Run 1, cells by drive strength:
Scale bar: 20 um.
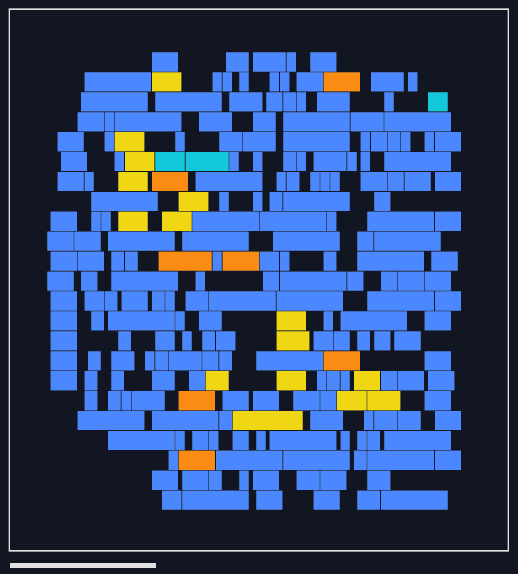
Run 1, placement by cell class:
Scale bar: 20 um.
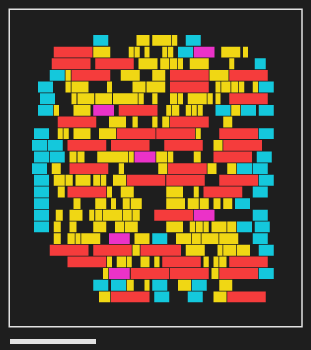
Run 1, pin map:
Pins as bars across the die edge, other pins in grey.
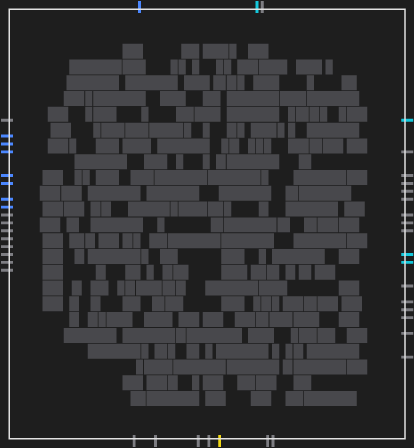
Design shift_op_sequencer, sky130hd; sources not shown.
==> run notes, run 1 <==
Results of an implementation run.

The share of total power dissipated in the clock network is 0.176. The count of mapped cells out of synthesis is 180. TritonRoute output was used to compute an average wire per cell of between 10 and 15 um. The warning total across the stage logs is 29. The parity-gate share of the synthesized area counting xor and xnor cells is 0.0319. The number of cells on the worst hold path is listed as 1. The number of placed I/O pins is approximately 43. At the end of the flow, the number of nets in the layout was 261.

The count of library flops with an enable pin is 0. The post-CTS repair timing setup buffer count is 0. The buffer depth of the longest clock path is 2. Recorded from the global router log, the overflow total was 0.

The total power density per cell area is 947 mW/mm2. The top cell type's share of synthesized area is 0.482. The global routing met1 resource utilization is 0.186.

Of the total synthesized cell area, the portion taken by AND-OR and OR-AND cells is 0.145. The flow reports power dissipated in sequential cells as 1.04 mW. The tightest hold path in the finished design has a slack of 0.382 ns. The leakage power summed over all cells is 1.11 nW. In the setup report, the worst path falls into the class reg2reg. The non-clock inverters instantiated in the layout total 7.

The chip occupies 0.00501 mm2. Per the synth stats, the flop cell with the highest instance count is dfrtp_1. Of the total synthesized cell area, the portion taken by full adders, half adders and majority gates is 0.0717. The total standard cell area after synthesis is 0.00192 mm2. Clock tree synthesis selected as its root buffer the cell clkbuf_8. The hold buffer count at CTS is 0. Averaged over all synthesized cells, the footprint is 10.7 um2. The dominant kind of combinational cell is simple AND/OR/NAND/NOR gates.

The met3 layer usage reported by global route is 0.0398. Along the critical path, the tally of buffer and inverter instances is 0. The clock tree cell share of total cell area is 0.0334. The antenna diode count is 0. The area recorded from the Yosys report for this design is 0.00192 mm2.

For this floorplan the total number of well-tap instances is 50. In this run the remaining antenna-violating nets after routing total 0. The multi-input logic portion of the cell area is 0.372. Per the OpenROAD timing report, the critical path contains 8 cells. The post-synthesis cell type with the largest instance count is dfrtp_1. The power report lists cell-internal power as roughly 1.5 mW. The routed via count is 1451.

Yosys reports the multiplexer fraction of the synthesized area as 0.0228. STA lists the maximum fanout along the critical path as 3. In the CTS report, the clock slew at the register clock pins of the worst setup and hold paths is listed as roughly 0.070 ns. The number of antenna violations at the first check in global routing is 0. On the critical path, the stage with the largest delay is an instance of or4_4. The finished layout holds 279 standard cells, fillers aside. The flow reports an fmax of 0.449 GHz. The post-cts sizing count is 0. The portion of the layout cell area used by non-clock buffers is 0.173.

The placement stage leaves a total instance area of ~0.0024 mm2. The flop-to-flop setup slack is 0.27 ns. Max-cap violations in this run came to 0. The first detailed-routing pass took 4 iterations. Clock tree synthesis inserted a total of 5 buffers. The clock sink count is 38. The warning tally printed by Yosys for this design is 0.

The worst slack at placement is approximately 0.26 ns. The worst setup path is captured at a flop. The final timing report lists a max-slew violation count of 0. Wire segments on met3 add up to 262 um in the final route.

Of the synthesized area, sequential elements account for 0.496. Entering global routing, the biggest net connects 39 pins. The share of final-layout standard cells stronger than drive strength 1 is 0.109. Of the total synthesized cell area, the portion taken by AND, OR, NAND and NOR gates is 0.188. The sequential share of power is 0.444. Once detailed placement completed, the half-perimeter wirelength came to 2650 um. Total global-route track usage over all layers is 0.170. Combinational power for this build is 0.891 mW. The top cell types in the final layout, fill and taps aside, are clkdlybuf4s50_1, dfrtp_1, nand2_1. For this design, Yosys synthesis ends with a cell count of about 180. The switching part of the total power is 0.351.

The path category of the worst min-delay check is reg2reg. The worst-case headroom to the max-slew limit is 0.643. The category of the worst setup path launch point is a flop. The critical path goes through or4_4 -> nor3_4 -> nand2_1 -> ha_1 -> xnor2_1 -> xnor2_1 -> nand2_1 -> o21ai_1. The number of cells on the worst reg-to-reg path is 8. The fraction of power consumed by combinational cells is 0.381. The worst path in the final design needs a cycle of 2.23 ns, including I/O delays and setup.

The number of clock-tree buffers in the layout is 6. After synthesis, the netlist uses approximately 46 different library cells. The flow ran to the end, and the final reports show no timing, DRC or antenna violations. 135 cells are multi-input combinational gates. For this run, asynchronously set or reset flops after synthesis account for 1.00. The worst ir drop on vdd is 0.486 mV. The main area contributors are dfrtp_1, ha_1, nand2_1. Per report_power, the Clock row totals 0.411 mW.

The violation tally from detailed-route iteration zero is 60. The number of H-tree levels is 2. The design draws 2.34 mW. The clock insertion delay at the later pin of the skew report is 0.29 ns. In the power breakdown, the biggest contributor is registers. After filler insertion, the fill cell instance count of the layout stands at a little under 300. TritonCTS built the clock tree. The dominant delay contributor by cell family on the critical path is simple AND/OR/NAND/NOR gates.
Notes on 'cells by drive strength' above:
legend:
  drive 1 or less:
    colour: blue
    cells: 204
  drive 3 to 4:
    colour: cyan
    cells: 3
  drive 6 and up:
    colour: orange
    cells: 7
  drive 2:
    colour: yellow
    cells: 15
Layout Cell Area excl Fill: 0.00247 mm2
buffer count excluding the clock tree in the final layout: 43
minimum setup slack in the final design: 0.271 ns
relative area change from synthesis to final layout: 28.7%

Notes on 'placement by cell class' above:
legend:
  other buffers and delay cells:
    colour: cyan
    cells: 43
  flip-flops:
    colour: red
    cells: 38
  all other logic:
    colour: yellow
    cells: 142
  clock drivers and dummy loads:
    colour: magenta
    cells: 6
Core Rows: 23
fraction of area in registers: 0.385
fraction of the core area covered by cells at the end of the flow: 0.687
total core area: 0.00360 mm2

Notes on 'pin map' above:
legend:
  i_arg_A:
    colour: blue
    pins: 8
    direction: input
    edge: 7 left, 1 top
  o_status:
    colour: cyan
    pins: 4
    direction: output
    edge: 3 right, 1 top
  o_valid:
    colour: yellow
    pins: 1
    direction: output
    edge: bottom
all pins by edge: 17 right, 16 left, 7 bottom, 3 top
die width: 67.9 um
number of port buffers: 42
vertical extent of the die: 73.7 um

Run 1, clock wires, drivers and flops:
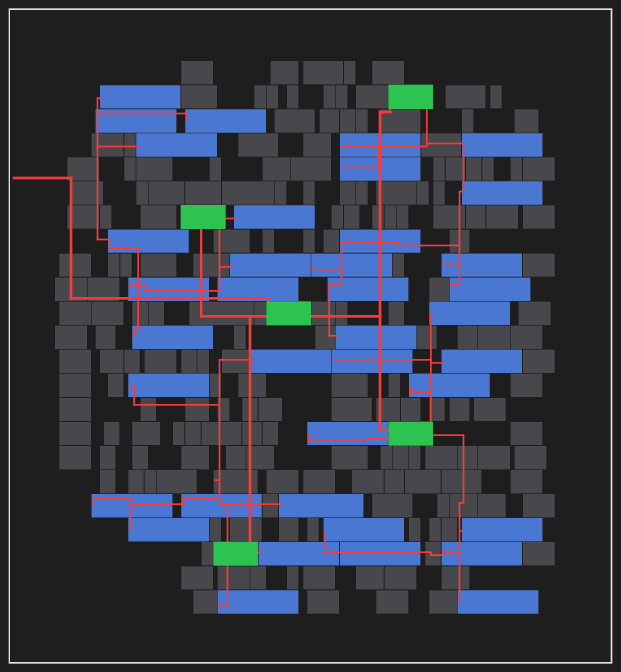

==> run 2, diff against run 1 <==
Settings changed: CORE_UTILIZATION 52 to 35, PLACE_DENSITY 0.81 to not set.
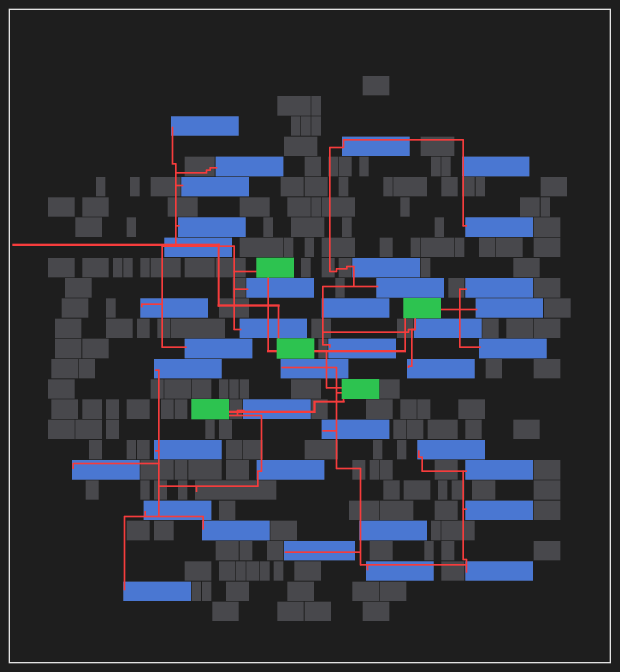
Run 2: clock wires, drivers and flops
legend:
  cells driving clock nets:
    colour: green
    count: 5
  clock wires:
    colour: red
    length: 483 um
  flip-flops:
    colour: blue
    count: 38
routed clock nets: 6
share of power burned in the clock network: 0.210
clk ins delay skew pair: 0.29 ns
Clock group: 0.513 mW

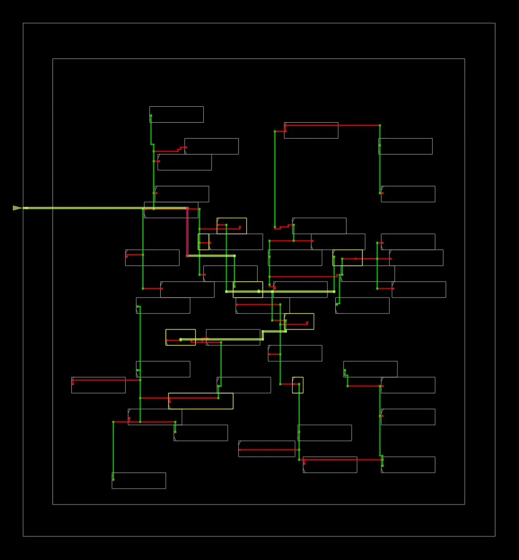
Run 2: the clock network
sinks on the clock net: 38
Clock Buffer Count: 5
number of sequential cells in the layout: 38

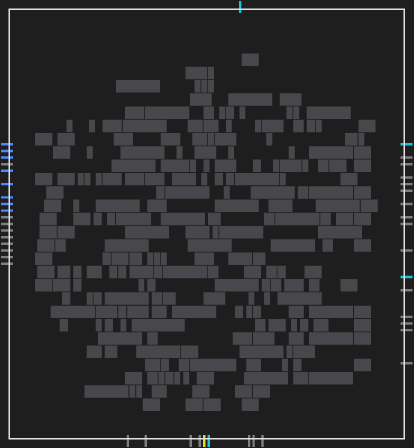
Run 2: pin map
Pins as bars across the die edge, other pins in grey.
legend:
  i_arg_A:
    colour: blue
    pins: 8
    direction: input
    edge: left
  o_status:
    colour: cyan
    pins: 4
    direction: output
    edge: 2 right, 1 bottom, 1 top
  o_valid:
    colour: yellow
    pins: 1
    direction: output
    edge: bottom
vertical extent of the die: 87.7 um
die width: 80.6 um

==> run 2 against run 1 <==
  * Power up 4.2%
  * Die area grew 41%
  * Register-to-register slack better by 0.04 ns
  * Sequential share of layout area decreased by 0.88 points
  * Synthesized cell count unchanged
  * Combinational power fell by 1%
  * Clock power rose by 25%
  * Critical path depth unchanged
  * Critical endpoint unchanged
==> run notes, run 2 <==
Results of an implementation run.

The synthesized chip area reported by yosys is 0.00192 mm2. Entering global routing, the biggest net connects 39 pins. The number of buffers inserted during clock tree synthesis is 5. Per STA, the worst path is made up of or4_4 -> nor3_4 -> nand2_1 -> ha_1 -> xnor2_1 -> xnor2_1 -> nand2_1 -> o21ai_1. The worst hold path depth is 2. The sequential share of power is 0.428. Per the layout area report, the combinational fraction of cell area is 0.364. The timing report attributes the biggest portion of critical-path delay to simple AND/OR/NAND/NOR gates.

Once detail routing completed, the nets flagged for antenna violations numbered 0. During synthesis, Yosys emitted a total of 0 warnings. Based on the critical path, the design can be clocked at up to 0.457 GHz. Across all hold checks on the routed design, the worst slack comes to 0.383 ns. The design internal power is 1.60 mW. For this block, the initial DRC count from the detailed router was 34. The switching part of the total power is 0.344. The max-capacitance violation count is 0. The post-cts sizing count is 0.

The global route stage reports its total congestion overflow as 0. The number of global-route vias before repair was 1351. Once the clock tree was built, the setup fixing pass inserted 0 buffers. The multiplexer fraction of the synthesized cell area is 0.0228. In this run the layout overhead on the synthesized area is reported as 31.7%.

Per the slew report, the remaining headroom to the max-slew limit stands at 0.616. In the layout the tool counted multi-input logic cells amounting to 135. The floorplan step defined a die boundary enclosing 0.00707 mm2. The flop-to-flop setup slack is around 0.31 ns. Per the synthesis report, the XOR/XNOR share of the synthesized area is 0.0319.

By instance count after routing, the leading logic cell type is clkdlybuf4s50_1. The worst slack at placement is just under 0.3 ns. Per the Yosys statistics, synthesis produced 180 cells. Among all stages on the critical path, the largest delay is contributed by or4_4. The buffer depth of the longest clock path is 2. The layout report gives the register share of total cell area as 0.377. The category of the critical setup timing path is reg2reg. The wire length on met3 is 263 um. The placed instance area is 0.00242 mm2.

The count of library flops with an enable pin is 0. The flow ran to the end, and the final reports show no timing, DRC or antenna violations. The overall power of the completed layout is 2.44 mW.

The global routing met1 resource utilization is 0.150. The root buffer cell chosen for the clock tree is clkbuf_8. The number of different library cells used by synthesis comes to 46. The met2 track demand over resource is 0.176.

The fraction of power consumed by combinational cells is 0.362. The largest fanout of any net on the critical path is 3. The routed via count is 1439. The commonest register cell after synthesis is dfrtp_1.

The average cell area after synthesis is between 10 and 15 um2. The flow inserted between 70 and 80 tap cells. Per the post-run analysis, buffers plus inverters along the critical path come to 0. The final report gives the standard cell area, fillers excluded, as 0.00253 mm2. After technology mapping, the gate count stands at 180.

The group that draws the most power in this run is registers. The worst setup path is captured at a flop. Per the area breakdown, the dominant cell category is flip-flops and latches. The number of signal-net buffers in the layout is 43. The worst setup path is launched from a flop. The routed layout reports a DRC error count of 0.

For this run, global-route usage on met3 was measured as 0.0370. In the final routed layout, each cell accounts on average for about 12 um. The final net count is around 260. The number of H-tree levels is 2.

The share of final-layout standard cells stronger than drive strength 1 is 0.117. In the layout the commonest cells are clkdlybuf4s50_1, dfrtp_1, nand2_1. Of all the cell area in the finished design, the clock network holds 0.0430. The synthesized netlist occupies a cell area of slightly below 0.002 mm2. By area the synthesized netlist is led by dfrtp_1, ha_1, nand2_1.

The area fraction in compound gates is 0.145. The proportion of synthesized flip-flops having asynchronous set or reset is 1.00. Per the layout report, the design carries 7 non-clock inverters.

met2 is the most crowded layer. The final core utilization is 0.472. Per the final report, max-transition violations number 0.

The total area inside the core boundary comes to 0.00536 mm2. The antenna diode count is 0. Looking at the VDD voltage map, the peak drop is 0.449 mV. The dominant kind of combinational cell is simple AND/OR/NAND/NOR gates.

The number of detailed-route iterations in the first pass is 4. The number of antenna violations at the first check in global routing is 0. The CTS tree is yes. Of all the cell area in the finished design, non-clock buffers hold 0.169. The global-route total usage across every layer is 0.112. The number of logic stages on the critical path including buffering is 8. The power drawn by the combinational cells is about 0.88 mW.

The hold buffer count at CTS is 0. The floorplan has 28 rows. Per Yosys stat, the portion of area used by sequential elements is 0.496. Summed over all cells, the static leakage comes to 1.13 nW. The post-synthesis cell type with the largest instance count is dfrtp_1. The smallest clock period supported by the final layout is computed as 2.19 ns. The count of buffers added on input and output ports is about 42.

Summed over all sequential cells, the power is 1.04 mW. Logic depth along the worst register-to-register path is recorded as 8. approximately 43 I/O pins were placed. The adder-cell share of the synthesized area is 0.0717. The final report lists a non-filler cell total of approximately 310.

In this run, the synthesized area fraction spent on and/or/nand/nor cells is recorded as 0.188. The top cell type's share of synthesized area is 0.482. After layout, the worst setup slack is a little over 0.3 ns. Looking at the worst setup and hold paths, the clock pins of their registers show a slew of 0.08 ns.
No activity file was given, so power comes from the tool's default toggle rates.
